### config.mk
export PLATFORM = sky130hd
export DESIGN_NAME = ysyx_22051013_ifu_fetch_flat
export DESIGN_NICKNAME = d
export VERILOG_FILES = /design/src/rtl/ysyx_22051013_ifu_fetch_if.sv /design/src/rtl/ysyx_22051013_ifu_fetch.sv /design/src/flat_wrapper.sv
export SDC_FILE = /design/constraint.sdc
export NUM_CORES = 1
export LEC_CHECK = 0
export ABC_CLOCK_PERIOD_IN_PS = 9730
export CORE_MARGIN = 2
export CORE_UTILIZATION = 40
export DETAILED_ROUTE_END_ITERATION = 12
export HOLD_SLACK_MARGIN = 0.15
export PLACE_DENSITY_LB_ADDON = 0.1
export SKIP_LAST_GASP = 1
export SLEW_MARGIN = 20
export SYNTH_ARGS = -nofsm -noshare
export SYNTH_HDL_FRONTEND = slang
export SYNTH_SLANG_ARGS = --single-unit
### constraint.sdc
create_clock -name clk -period 9.73 [get_ports clk]
set_clock_uncertainty 0.05 [all_clocks]
set_input_delay 1.946 -clock clk [delete_from_list [all_inputs] [get_ports clk]]
set_output_delay 1.946 -clock clk [all_outputs]
set_load 0.05 [all_outputs]
### src/rtl/ysyx_22051013_ifu_fetch_if.sv
// ysyx_22051013_ifu_fetch_if: fetch-unit bundle (redirect, stall, imem req/rsp, IF/ID outputs); master = fetch unit, slave = environment
interface ysyx_22051013_ifu_fetch_if;
  logic        redirect_valid;
  logic [63:0] redirect_pc;
  logic        ifid_stall;
  logic        imem_req_valid;
  logic        imem_req_ready;
  logic [63:0] imem_req_addr;
  logic        imem_rsp_valid;
  logic [31:0] imem_rsp_data;
  logic        if_valid;
  logic [31:0] if_inst;
  logic [63:0] if_pc;
  logic        bpu_jump;
  logic [4:0]  bpu_addr;
  modport master (
    input  redirect_valid, redirect_pc, ifid_stall, imem_req_ready, imem_rsp_valid, imem_rsp_data,
    output imem_req_valid, imem_req_addr, if_valid, if_inst, if_pc, bpu_jump, bpu_addr
  );
  modport slave (
    output redirect_valid, redirect_pc, ifid_stall, imem_req_ready, imem_rsp_valid, imem_rsp_data,
    input  imem_req_valid, imem_req_addr, if_valid, if_inst, if_pc, bpu_jump, bpu_addr
  );
endinterface

### src/rtl/ysyx_22051013_ifu_fetch.sv
// ysyx_22051013_ifu_fetch: single-outstanding fetch FSM feeding IF/ID; ports clk, rst (async high), bus (master); JAL predecode under YSYX_22051013_IFU_BPU_EN
module ysyx_22051013_ifu_fetch #(
  parameter logic [63:0] RESET_PC = 64'h0000_0000_8000_0000
) (
  input logic clk,
  input logic rst,
  ysyx_22051013_ifu_fetch_if.master bus
);
  typedef enum logic [1:0] {S_REQ, S_WAIT, S_HOLD, S_DROP} state_t;
  state_t state, state_n;
  logic [63:0] pc, nxt_q, ipc, nxt;
  logic [31:0] inst;
  logic [4:0]  rd;
  logic        v, jmp, jal, redir, rsp, capture, consume;
  assign redir = bus.redirect_valid;
  assign rsp   = bus.imem_rsp_valid;
`ifdef YSYX_22051013_IFU_BPU_EN
  assign jal = bus.imem_rsp_data[6:0] == 7'b1101111;
  assign nxt = jal ? pc + {{44{bus.imem_rsp_data[31]}}, bus.imem_rsp_data[19:12], bus.imem_rsp_data[20],
                           bus.imem_rsp_data[30:21], 1'b0} : pc + 64'd4;
`else
  assign jal = 1'b0;
  assign nxt = pc + 64'd4;
`endif
  assign capture = state == S_WAIT && rsp && !redir;
  assign consume = state == S_HOLD && !bus.ifid_stall && !redir;
  always_comb begin
    state_n = state;
    unique case (state)
      S_REQ:  state_n = bus.imem_req_ready ? (redir ? S_DROP : S_WAIT) : S_REQ;
      S_WAIT: state_n = rsp ? (redir ? S_REQ : S_HOLD) : (redir ? S_DROP : S_WAIT);
      S_HOLD: state_n = (redir || !bus.ifid_stall) ? S_REQ : S_HOLD;
      S_DROP: state_n = rsp ? S_REQ : S_DROP;
      default: state_n = S_REQ;
    endcase
  end
  always_ff @(posedge clk or posedge rst) begin
    if (rst) begin
      state <= S_REQ;
      pc    <= RESET_PC;
      nxt_q <= '0;
      v     <= 1'b0;
      inst  <= '0;
      ipc   <= '0;
      jmp   <= 1'b0;
      rd    <= '0;
    end else begin
      state <= state_n;
      if (redir) pc <= bus.redirect_pc & ~64'h3;
      else if (consume) pc <= nxt_q;
      if (redir || consume) begin
        v    <= 1'b0;
        inst <= '0;
        ipc  <= '0;
        jmp  <= 1'b0;
        rd   <= '0;
      end else if (capture) begin
        v     <= 1'b1;
        inst  <= bus.imem_rsp_data;
        ipc   <= pc;
        jmp   <= jal;
        rd    <= jal ? bus.imem_rsp_data[11:7] : 5'd0;
        nxt_q <= nxt;
      end
    end
  end
  assign bus.imem_req_valid = state == S_REQ && !rst;
  assign bus.imem_req_addr  = pc;
  assign bus.if_valid       = v;
  assign bus.if_inst        = inst;
  assign bus.if_pc          = ipc;
  assign bus.bpu_jump       = jmp;
  assign bus.bpu_addr       = rd;
endmodule

### src/flat_wrapper.sv
// flat-port wrapper written by rule: the top's interface ports become plain ports
module ysyx_22051013_ifu_fetch_flat 
#(
  parameter logic [63:0] RESET_PC = 64'h0000_0000_8000_0000
)
  (clk, rst, bus_redirect_valid, bus_redirect_pc, bus_ifid_stall, bus_imem_req_ready, bus_imem_rsp_valid, bus_imem_rsp_data, bus_imem_req_valid, bus_imem_req_addr, bus_if_valid, bus_if_inst, bus_if_pc, bus_bpu_jump, bus_bpu_addr);
  ysyx_22051013_ifu_fetch_if bus_i ();
  input logic clk;
  input logic rst;
  input wire logic [$bits(bus_i.redirect_valid)-1:0] bus_redirect_valid;
  input wire logic [$bits(bus_i.redirect_pc)-1:0] bus_redirect_pc;
  input wire logic [$bits(bus_i.ifid_stall)-1:0] bus_ifid_stall;
  input wire logic [$bits(bus_i.imem_req_ready)-1:0] bus_imem_req_ready;
  input wire logic [$bits(bus_i.imem_rsp_valid)-1:0] bus_imem_rsp_valid;
  input wire logic [$bits(bus_i.imem_rsp_data)-1:0] bus_imem_rsp_data;
  output wire logic [$bits(bus_i.imem_req_valid)-1:0] bus_imem_req_valid;
  output wire logic [$bits(bus_i.imem_req_addr)-1:0] bus_imem_req_addr;
  output wire logic [$bits(bus_i.if_valid)-1:0] bus_if_valid;
  output wire logic [$bits(bus_i.if_inst)-1:0] bus_if_inst;
  output wire logic [$bits(bus_i.if_pc)-1:0] bus_if_pc;
  output wire logic [$bits(bus_i.bpu_jump)-1:0] bus_bpu_jump;
  output wire logic [$bits(bus_i.bpu_addr)-1:0] bus_bpu_addr;
  assign bus_i.redirect_valid = bus_redirect_valid;
  assign bus_i.redirect_pc = bus_redirect_pc;
  assign bus_i.ifid_stall = bus_ifid_stall;
  assign bus_i.imem_req_ready = bus_imem_req_ready;
  assign bus_i.imem_rsp_valid = bus_imem_rsp_valid;
  assign bus_i.imem_rsp_data = bus_imem_rsp_data;
  assign bus_imem_req_valid = bus_i.imem_req_valid;
  assign bus_imem_req_addr = bus_i.imem_req_addr;
  assign bus_if_valid = bus_i.if_valid;
  assign bus_if_inst = bus_i.if_inst;
  assign bus_if_pc = bus_i.if_pc;
  assign bus_bpu_jump = bus_i.bpu_jump;
  assign bus_bpu_addr = bus_i.bpu_addr;
  ysyx_22051013_ifu_fetch #(.RESET_PC(RESET_PC)) u_core (.clk(clk), .rst(rst), .bus(bus_i));
endmodule
Run 1, congestion heat map:
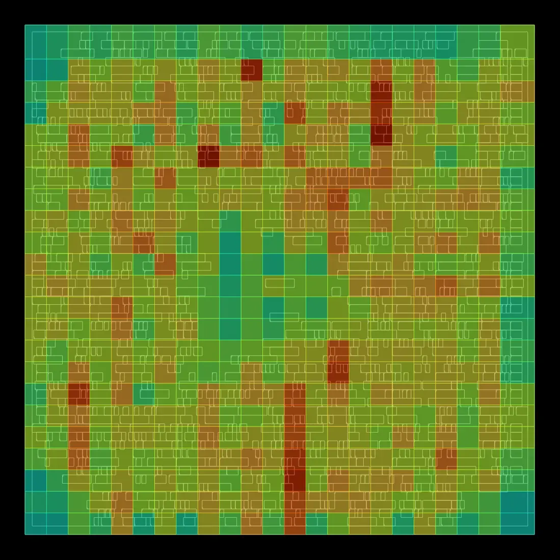
final core utilization: 54.88%
routing usage on met1: 31.63%
routed length per placed instance: 17.02 um
GR Util met2: 34.36%
met3 track demand over resource in global routing: 4.380%

Run 1, the metal 4 layer:
The bar under the picture is 50 um long.
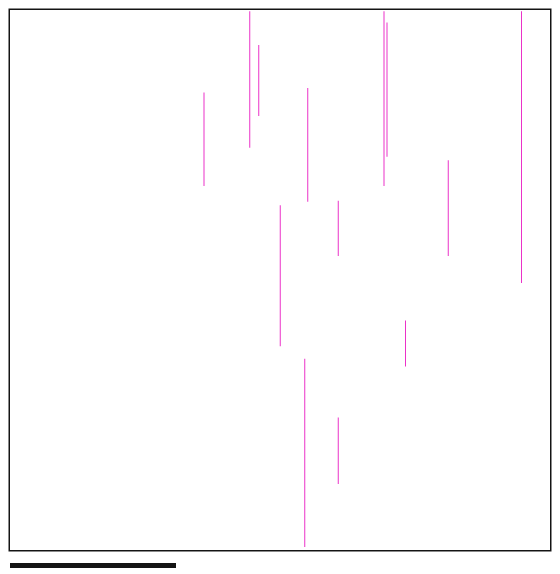
share of all routed wire	1.6%
main direction	vertical
longest straight run	81.6 um
wire length on this layer	475 um

==> results.txt, run 1 <==
Numbers from the implementation run.

The effective utilization at floorplan is 40.35%. The fraction of standard cell area in multi-input logic is 29.53%. Non-clock buffers in the final layout number 272. The number of clock sinks seen by CTS is 227. The area share of buffers outside the clock network is 19.67%.

The net count of the finished layout is 1457. The cell taking the most area after synthesis is sky130_fd_sc_hd__dfrtp_1. The busiest layer in global routing is met2. The biggest slice of the area belongs to sequential cells. Per the synthesis report, the XOR/XNOR share of the synthesized area is under 10%.

The critical path in the final layout is reported with a setup slack of ~4.2 ns. The cell area after placement is roughly 13000 um2. The mean cell area of the mapped netlist is 8.875 um2. Endpoints failing hold in the final report were tallied at 0. The detailed-routed wire length on met2 is 13160 um.

The capture point of the critical path was reported as bus_imem_req_valid. The layout report lists the multi-input gate area as 4045 um2. The count of multi-input combinational gates is 813. Per STA, the startpoint of the critical path is rst. The number of library cell types mapped by synthesis is 47. Hold timing on the final database bottoms out at a slack of approximately 0.43 ns. The compound-cell area share of the yosys netlist is between 10% and 20%. The final HPWL from detailed placement is 18790 um. The signed area change from the synthesized netlist to the final layout is 36.00%. The synthesis report lists the most area-consuming cells as sky130_fd_sc_hd__dfrtp_1 (56%), sky130_fd_sc_hd__nand2_1 (10%), sky130_fd_sc_hd__a21oi_1 (5.6%). The flow ran to the end, and the final reports show no timing, DRC or antenna violations.

Port buffering added 261 buffers. The worst-case setup slack after placement is 4.242 ns. Counting both buffers and inverters, the worst setup path holds a total of 2. The top routing layer in use is met4. The number of ports placed on the die boundary is 270. Entering global routing, the biggest net connects 93 pins. The count of mapped cells out of synthesis is between 1k and 1.5k.

Of the post-synthesis cell area, the part taken by muxes is 0%. The largest share of the power goes to registers. The sequential power reported by the tool is 0.00143 W. The post-cts gate resize count is 0. Using the TritonRoute via totals, the vias-per-cell ratio works out to 5.108. The delay of the slowest cell on the worst path is 0.83 ns.

Looking at the VDD voltage map, the peak drop is 0.1373 mV. In the global route stage, overall resource usage came out at 21.96%. The share of the cycle needed by the critical path after routing is 56.39%. The number of DRC violations after detailed routing is 0. The report puts the cell count of the worst reg-to-reg path at 6. The clock period minus final worst setup slack is 5.487 ns.
Run 1, where the registers sit:
The bar under the picture is 50 um long.
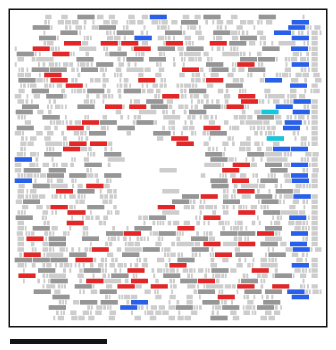
signal	color	flops
`u_core.bus.imem_req_addr`	red	64
`u_core.state`	cyan	2
`u_core.bus.if_inst`	blue	32
not colored	129

Run 1, logic cells by family:
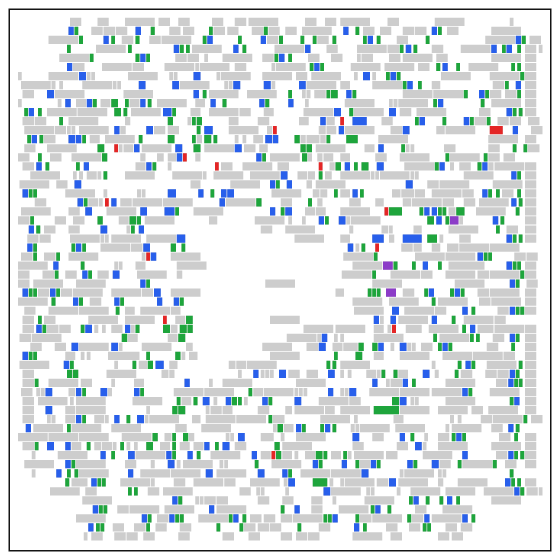

==> run 2: changes to the inputs <==
ABC_CLOCK_PERIOD_IN_PS = 4500   (was 9730)
clock period = 4.5 ns   (was 9.73 ns; I/O delays follow)
Run 2, logic cells by family:
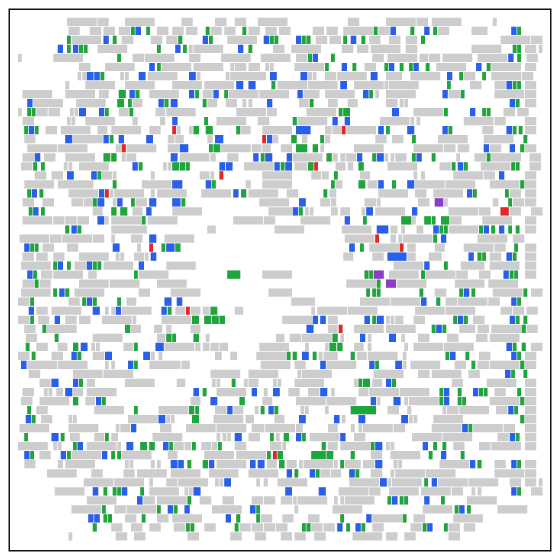
family	color	cells
AND-OR and OR-AND gates	purple	3
inverters	red	14
NAND gates	green	331
inverting AOI/OAI gates	blue	234

==> run 2 against run 1 <==
Against the previous run: non-clock buffer count increased by 5; cell count grew 0.53%; wire length increased by 3.2%; via count rose by 1.1%.
==> results.txt, run 2 <==
Numbers from the implementation run.

The main power-consuming group is registers (unchanged). The number of detailed-routing iterations run before antenna repair was 5 (unchanged). The delay of the slowest cell on the worst path is 0.87 ns (was 0.83 ns). Outcome: completed (unchanged). The signed area change from the synthesized netlist to the final layout was 37.77% (was 36.00%). The number of input and output port buffers inserted is 261 (unchanged).

The number of vias per cell is 5.138 (was 5.108). The number of ports placed on the die boundary is 270 (unchanged). The top routing layer in use is met4 (unchanged). The number of clock sinks seen by CTS is 227 (unchanged). The final cell utilization of the core is 55.59% (was 54.88%). The power dissipated in sequential cells was 0.00310 W (was 0.00143 W). The multiplexer area fraction after synthesis is 0% (unchanged). The busiest layer in global routing was met2 (unchanged). The effective utilization at floorplan came to 40.35% (unchanged). The number of setup violations in the final report is 0 (unchanged). The compound-cell area share of the yosys netlist is 12.92% (unchanged). The number of hold violations in the final report is 0 (unchanged). The combined global-route utilization of all metal layers is 22.45% (was 21.96%). The minimum setup slack in the final design is 1.101 ns (was 4.243 ns). The number of library cell types mapped by synthesis is 47 (unchanged).

The met2 routing resource usage after global routing is 34.67% (was 34.36%). The final critical path takes up between 70% and 80% of the cycle. Cell types occupying the most area after synthesis: sky130_fd_sc_hd__dfrtp_1 (56%), sky130_fd_sc_hd__nand2_1 (10%), sky130_fd_sc_hd__a21oi_1 (5.6%) (unchanged).

The tally of yosys warning messages is 0 (unchanged). The area share of buffers outside the clock network was 20.05% (was 19.67%). The global-route track usage on met1 is 32.30% (was 31.63%).

The cell taking the most area after synthesis is sky130_fd_sc_hd__dfrtp_1 (unchanged). The met3 track demand over resource is 4.991% (was 4.380%). The buffer-and-inverter tally for the worst setup path came to 2 (unchanged). The cell class ranked first by area is sequential cells (unchanged).

The xor/xnor share of the synthesized area is 4.695% (unchanged). The largest voltage drop on the vdd net came to 0.3169 mV (was 0.1373 mV). The detailed-route wire length per cell is 17.48 um (was 17.02 um). The end point of the critical path was bus_imem_req_valid (unchanged).

The launch point of the worst path is rst (unchanged). The path depth of the worst reg2reg path was 6 (unchanged). The worst-case setup slack after placement is 0.9425 ns (was 4.242 ns). The count of clock buffers in the final design is 40 (was 42). The proportion of layout cells with a drive suffix above 1 is 5.439% (was 4.595%). The count of multi-input combinational gates is 813 (unchanged).

The total power consumption of the routed design was 0.008017 W (was 0.003612 W). The pin count of the biggest net entering global routing is 80 (was 93). The total area of multi-input combinational cells is 4045 um2 (unchanged). The final HPWL from detailed placement is 19870 um (was 18790 um).

The cell area after placement is 12980 um2 (was 12890 um2). The mean cell area of the mapped netlist is 8.875 um2 (unchanged).
Run 2, routed metal, one color a layer:
Two of the layers only.
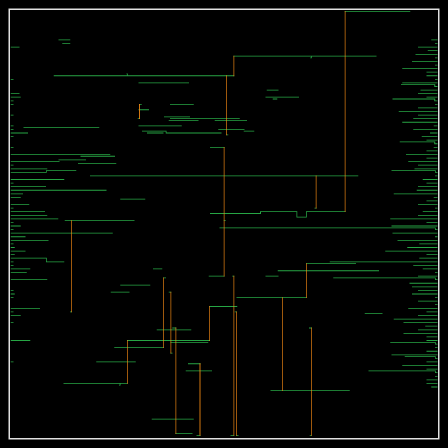

==> run 3: changes to the inputs <==
ABC_CLOCK_PERIOD_IN_PS = 2970   (was 4500)
clock period = 2.97 ns   (was 4.5 ns; I/O delays follow)
Run 3, routed metal, one color a layer:
Two of the layers only.
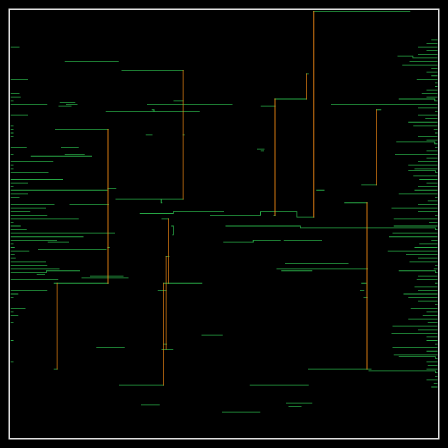
layer	color	wire length
met3	green	2020 um
met4	orange	462 um

==> run 3 against run 2 <==
Against the previous run: combinational power up 61%; highest routed layer unchanged; total power up 55%; core utilization up 1.1 points; setup slack worse by 0.80 ns; first-iteration DRC count down 6.4%; synthesized cell count unchanged; sequential power up 48%; global-route usage down 0.090 points; critical endpoint is now u_core.nxt_q[56]; count of clock-buffer cells in the layout down 3.
==> results.txt, run 3 <==
Numbers from the implementation run.

Outcome: completed (unchanged). The combined global-route utilization of all metal layers is 22.36% (was 22.45%). The xor/xnor share of the synthesized area is 4.695% (unchanged).

The effective utilization at floorplan is 40.35% (unchanged). The number of input and output port buffers inserted came to 261 (unchanged). The total area of multi-input combinational cells is 4045 um2 (unchanged).

The minimum setup slack in the final design is 0.3027 ns (was 1.101 ns). The fraction of standard cell area in multi-input logic is 28.57% (was 29.15%). The non-clock buffer total of the final layout is 305 (was 277). The delay of the slowest cell on the worst path was 0.54 ns (was 0.87 ns).

The post-cts gate resize count came to 0 (unchanged). The detailed-routed wire length on met2 is 13600 um (was 13350 um). The final HPWL from detailed placement is 20200 um (was 19870 um). The signed area change from the synthesized netlist to the final layout came to 40.57% (was 37.77%). The end point of the critical path was u_core.nxt_q[56] (was bus_imem_req_valid).

The launch point of the worst path is u_core.bus.imem_req_addr[14] (was rst). The proportion of layout cells with a drive suffix above 1 was 7.621% (was 5.439%). The worst-case setup slack after placement was 0.05083 ns (was 0.9425 ns). The busiest layer in global routing was met2 (unchanged). The largest voltage drop on the vdd net is 0.4691 mV (was 0.3169 mV). The net total in the final layout is 1490 (was 1462). The main power-consuming group is registers (unchanged).

The multiplexer area fraction after synthesis is 0% (unchanged). The top routing layer in use is met4 (unchanged). The number of detailed-routing iterations run before antenna repair was 5 (unchanged). The area share of buffers outside the clock network is 21.38% (was 20.05%).
Power and IR drop assume default switching activity.
